### src/rtl/biquad_sched_pkg.sv
// Shared types and arithmetic helpers for the biquad cascade scheduler.
// Saturating helpers keep Q2.14 products and results inside 16-bit range.
package biquad_sched_pkg;

    typedef enum logic [2:0] {
        IDLE,
        CLEAR,
        MAC,
        DRAIN,
        WB,
        DONE
    } state_t;

    typedef enum logic [2:0] {
        B0,
        B1,
        B2,
        A1,
        A2
    } term_t;

    localparam int TERMS = 5;
    localparam logic signed [15:0] COEF_UNITY = 16'sd16384;

    function automatic logic signed [15:0] sat16(input logic signed [31:0] x);
        if (x > 32'sd32767) begin
            return 16'sh7FFF;
        end
        if (x < -32'sd32768) begin
            return 16'sh8000;
        end
        return x[15:0];
    endfunction

    function automatic logic signed [15:0] neg_sat16(input logic signed [15:0] x);
        if (x == 16'sh8000) begin
            return 16'sh7FFF;
        end
        return -x;
    endfunction

    // Passthrough bank: b0 = 1.0 in every stage, all other taps zero.
    function automatic logic signed [15:0] coef_init(input int idx);
        return ((idx % TERMS) == 0) ? COEF_UNITY : 16'sd0;
    endfunction

endpackage

### src/rtl/biquad_cascade_scheduler_coef_bank.sv
// Biquad coefficient storage with a combinational (stage, term) read port.
// COEF_SHADOW_EN adds a shadow bank copied in full when a sample starts.
module coef_bank
    import biquad_sched_pkg::*;
#(
    parameter int NUM_STAGES = 3,
    parameter int AW = 4,
    parameter int SW = 2
) (
    input  logic               clk,
    input  logic               reset,
    input  logic               we,
    input  logic [AW-1:0]      addr,
    input  logic signed [15:0] wdata,
    input  logic               commit,
    input  logic               load,
    input  logic [SW-1:0]      rd_stage,
    input  term_t              rd_term,
    output logic signed [15:0] rd_data
);

    localparam int DEPTH = NUM_STAGES * TERMS;
    localparam logic [AW:0] DEPTH_W = (AW + 1)'(DEPTH);

    logic signed [15:0] act_q [DEPTH];
    logic signed [15:0] act_d [DEPTH];
    logic               wr_ok;
    logic [AW-1:0]      rd_idx;

    assign wr_ok   = we && ({1'b0, addr} < DEPTH_W);
    assign rd_idx  = AW'(32'(rd_stage) * 32'd5 + 32'(rd_term));
    assign rd_data = act_q[rd_idx];

`ifdef COEF_SHADOW_EN
    logic signed [15:0] shd_q [DEPTH];
    logic signed [15:0] shd_d [DEPTH];
    logic               pend_q;
    logic               pend_d;

    always_comb begin
        act_d  = act_q;
        shd_d  = shd_q;
        pend_d = pend_q;
        if (wr_ok) begin
            shd_d[addr] = wdata;
        end
        // Copy only at sample start so a sample never sees mixed banks.
        if (load && pend_q) begin
            act_d  = shd_q;
            pend_d = 1'b0;
        end
        if (commit) begin
            pend_d = 1'b1;
        end
    end

    always_ff @(posedge clk) begin
        if (reset) begin
            for (int i = 0; i < DEPTH; i++) begin
                shd_q[i] <= coef_init(i);
            end
            pend_q <= 1'b0;
        end else begin
            shd_q  <= shd_d;
            pend_q <= pend_d;
        end
    end
`else
    logic unused_ctl;
    assign unused_ctl = commit ^ load;

    always_comb begin
        act_d = act_q;
        if (wr_ok) begin
            act_d[addr] = wdata;
        end
    end
`endif

    always_ff @(posedge clk) begin
        if (reset) begin
            for (int i = 0; i < DEPTH; i++) begin
                act_q[i] <= coef_init(i);
            end
        end else begin
            act_q <= act_d;
        end
    end

endmodule

### src/rtl/biquad_cascade_scheduler.sv
// Time-multiplexes one external MAC over a cascade of DF-I biquad sections.
// Define COEF_SHADOW_EN for shadowed, commit-on-sample-start coefficients.
module biquad_cascade_scheduler
    import biquad_sched_pkg::*;
#(
    parameter int NUM_STAGES  = 3,
    parameter int MAC_LATENCY = 1,
    parameter int COEF_FRAC   = 14
) (
    input  logic                                 clk,
    input  logic                                 reset,
    input  logic                                 sample_valid,
    input  logic signed [15:0]                   sample_in,
    output logic signed [15:0]                   sample_out,
    output logic                                 out_valid,
    output logic                                 busy,
    output logic                                 overrun,
    input  logic                                 coef_we,
    input  logic [$clog2(NUM_STAGES*TERMS)-1:0]  coef_addr,
    input  logic signed [15:0]                   coef_wdata,
    input  logic                                 coef_commit,
    output logic                                 mac_clr,
    output logic                                 mac_ce,
    output logic signed [15:0]                   mac_a,
    output logic signed [15:0]                   mac_b,
    input  logic [31:0]                          mac_result
);

    localparam int AW = $clog2(NUM_STAGES * TERMS);
    localparam int SW = (NUM_STAGES > 1) ? $clog2(NUM_STAGES) : 1;
    localparam int HW = $clog2(NUM_STAGES + 1);
    localparam int DW = (MAC_LATENCY > 1) ? $clog2(MAC_LATENCY) : 1;
    localparam logic [SW-1:0] LAST = SW'(NUM_STAGES - 1);
    localparam logic [DW-1:0] DRAIN_LAST = DW'(MAC_LATENCY - 1);

    state_t             state_q, state_d;
    term_t              term_q, term_d;
    logic [SW-1:0]      stage_q, stage_d;
    logic [DW-1:0]      drain_q, drain_d;
    logic signed [15:0] cur_q, cur_d;
    logic signed [15:0] z1_q [NUM_STAGES+1];
    logic signed [15:0] z1_d [NUM_STAGES+1];
    logic signed [15:0] z2_q [NUM_STAGES+1];
    logic signed [15:0] z2_d [NUM_STAGES+1];
    logic signed [15:0] sample_out_q, sample_out_d;
    logic               out_valid_q, out_valid_d;
    logic               overrun_q, overrun_d;

    logic               load;
    logic signed [15:0] coef;
    logic signed [15:0] y;
    logic [HW-1:0]      hs;
    logic [HW-1:0]      hs1;

    assign hs  = HW'(stage_q);
    assign hs1 = hs + HW'(1);
    assign y   = sat16($signed(mac_result) >>> COEF_FRAC);

    assign sample_out = sample_out_q;
    assign out_valid  = out_valid_q;
    assign overrun    = overrun_q;
    assign busy       = (state_q != IDLE);

    coef_bank #(
        .NUM_STAGES (NUM_STAGES),
        .AW         (AW),
        .SW         (SW)
    ) u_coef_bank (
        .clk      (clk),
        .reset    (reset),
        .we       (coef_we),
        .addr     (coef_addr),
        .wdata    (coef_wdata),
        .commit   (coef_commit),
        .load     (load),
        .rd_stage (stage_q),
        .rd_term  (term_q),
        .rd_data  (coef)
    );

    always_comb begin
        state_d      = state_q;
        term_d       = term_q;
        stage_d      = stage_q;
        drain_d      = drain_q;
        cur_d        = cur_q;
        z1_d         = z1_q;
        z2_d         = z2_q;
        sample_out_d = sample_out_q;
        out_valid_d  = 1'b0;
        overrun_d    = sample_valid && (state_q != IDLE);
        load         = 1'b0;
        mac_clr      = 1'b0;
        mac_ce       = 1'b0;
        mac_a        = '0;
        mac_b        = '0;
        unique case (state_q)
            IDLE: begin
                if (sample_valid) begin
                    load    = 1'b1;
                    cur_d   = sample_in;
                    stage_d = '0;
                    state_d = CLEAR;
                end
            end
            CLEAR: begin
                mac_clr = 1'b1;
                term_d  = B0;
                state_d = MAC;
            end
            MAC: begin
                mac_ce = 1'b1;
                mac_a  = coef;
                unique case (term_q)
                    B0: mac_b = cur_q;
                    B1: mac_b = z1_q[hs];
                    B2: mac_b = z2_q[hs];
                    A1: begin
                        mac_a = neg_sat16(coef);
                        mac_b = z1_q[hs1];
                    end
                    A2: begin
                        mac_a = neg_sat16(coef);
                        mac_b = z2_q[hs1];
                    end
                    default: mac_b = '0;
                endcase
                if (term_q == A2) begin
                    drain_d = '0;
                    state_d = DRAIN;
                end else begin
                    term_d = term_t'(term_q + 3'd1);
                end
            end
            DRAIN: begin
                if (drain_q == DRAIN_LAST) begin
                    state_d = WB;
                end else begin
                    drain_d = drain_q + 1'b1;
                end
            end
            WB: begin
                z1_d[hs] = cur_q;
                z2_d[hs] = z1_q[hs];
                cur_d    = y;
                if (stage_q == LAST) begin
                    z1_d[NUM_STAGES] = y;
                    z2_d[NUM_STAGES] = z1_q[NUM_STAGES];
                    state_d          = DONE;
                end else begin
                    stage_d = stage_q + 1'b1;
                    state_d = CLEAR;
                end
            end
            DONE: begin
                sample_out_d = cur_q;
                out_valid_d  = 1'b1;
                state_d      = IDLE;
            end
            default: state_d = IDLE;
        endcase
    end

    always_ff @(posedge clk) begin
        if (reset) begin
            state_q      <= IDLE;
            term_q       <= B0;
            stage_q      <= '0;
            drain_q      <= '0;
            cur_q        <= '0;
            sample_out_q <= '0;
            out_valid_q  <= 1'b0;
            overrun_q    <= 1'b0;
            for (int k = 0; k <= NUM_STAGES; k++) begin
                z1_q[k] <= '0;
                z2_q[k] <= '0;
            end
        end else begin
            state_q      <= state_d;
            term_q       <= term_d;
            stage_q      <= stage_d;
            drain_q      <= drain_d;
            cur_q        <= cur_d;
            sample_out_q <= sample_out_d;
            out_valid_q  <= out_valid_d;
            overrun_q    <= overrun_d;
            z1_q         <= z1_d;
            z2_q         <= z2_d;
        end
    end

endmodule

### config.mk
export PLATFORM = sky130hd
export DESIGN_NAME = biquad_cascade_scheduler
export DESIGN_NICKNAME = d
export VERILOG_FILES = /design/src/rtl/biquad_sched_pkg.sv /design/src/rtl/biquad_cascade_scheduler_coef_bank.sv /design/src/rtl/biquad_cascade_scheduler.sv
export SDC_FILE = /design/constraint.sdc
export NUM_CORES = 1
export LEC_CHECK = 0
export ABC_AREA = 0
export CAP_MARGIN = 20
export CELL_PAD_IN_SITES_DETAIL_PLACEMENT = 1
export CELL_PAD_IN_SITES_GLOBAL_PLACEMENT = 1
export CORE_MARGIN = 2
export CORE_UTILIZATION = 40
export DETAILED_ROUTE_END_ITERATION = 16
export PLACE_DENSITY = 0.81
export SYNTH_ARGS = -nofsm -noshare
export SYNTH_HDL_FRONTEND = slang
export SYNTH_SLANG_ARGS = --single-unit
### constraint.sdc
create_clock -name clk -period 6.64 [get_ports clk]
set_input_delay 1.328 -clock clk [delete_from_list [all_inputs] [get_ports clk]]
set_output_delay 1.328 -clock clk [all_outputs]
set_load 0.02 [all_outputs]
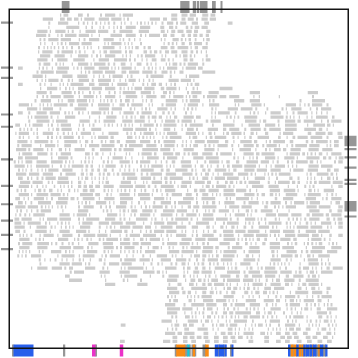
(images/pins.png)
Scale: 1.5 px per micron. Pins as bars across the die edge, other pins in gray.
color	port	pins	direction	edge
orange	`sample_out`	16	output	bottom
cyan	`out_valid`	1	output	bottom
blue	`mac_result`	32	input	bottom
magenta	`coef_addr`	4	input	bottom
all pins by edge	77 bottom, 22 top, 16 right, 11 left

==> flow_summary.json <==
{
  "rr_startpoint": "hs[1]",
  "nMultiInputCombCells": 1750,
  "diodes": 1,
  "cellLeakagePower_nw": 7.38,
  "min_period_ns": 6.47,
  "ys_sh_aoi_pct": 16.3,
  "die_y_microns": 225,
  "port_buffers": 110,
  "ant_nets": 0,
  "seq_share_pct": 36.0,
  "max_slew_margin_pct": 20.9,
  "logic_area_sq_um": 10600,
  "hp-start": "u_coef_bank.act_q[204]",
  "critPathTopFamily": "simple AND/OR/NAND/NOR gates",
  "core-area_sq_um": 48500,
  "cp-startpoint": "term_q[1]",
  "max_freq_mhz": 154,
  "met3_length_microns": 3970,
  "grt_use_met3_pct": 4.17,
  "skew_ns": 0.0151,
  "nonClkBufAreaFrac_pct": 6.86,
  "finalWirelength_microns": 70000,
  "p_int_mw": 4.24,
  "r2r_slack_ns": 3.31,
  "crit_chain": "ha_1 > ha_4 > inv_1 > fa_1 > xnor3_2 > nand2b_1 > o22ai_1 > nor3_1 > or4_1 > o41ai_2 > mux2_2 > clkdlybuf4s50_1",
  "final_layout_top_logic_cell": "nand2_1",
  "routabilityCongestion": 0.815,
  "synthSimpleGateAreaFrac_pct": 21.0,
  "worst_pin_slew_ns": 1.19,
  "top_area_share_pct": 42.0,
  "ys_chip_area_sq_um": 19500,
  "grt_pass1_vias": 19400,
  "finalPower_mw": 5.62,
  "status": "complete, no violations",
  "yosysSeqAreaShare_pct": 42.0,
  "path_class": "flip-flop to primary output",
  "cts_buffers": 47,
  "grtUsageTotal_pct": 27.4,
  "ys_cells": 2375
}
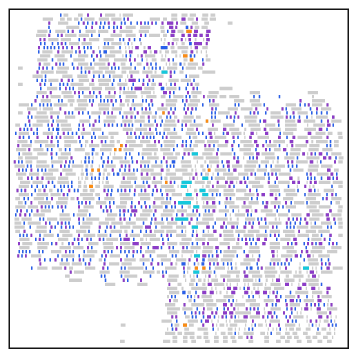
(images/gate_families.png)
Scale: 1.5 px per micron.
color	family	cells	most used
cyan	adder and majority cells	15	ha_1
purple	inverting AOI/OAI gates	554	a21oi_1
blue	NAND gates	801	nand2_1
orange	AND and OR gates	16	or2_2

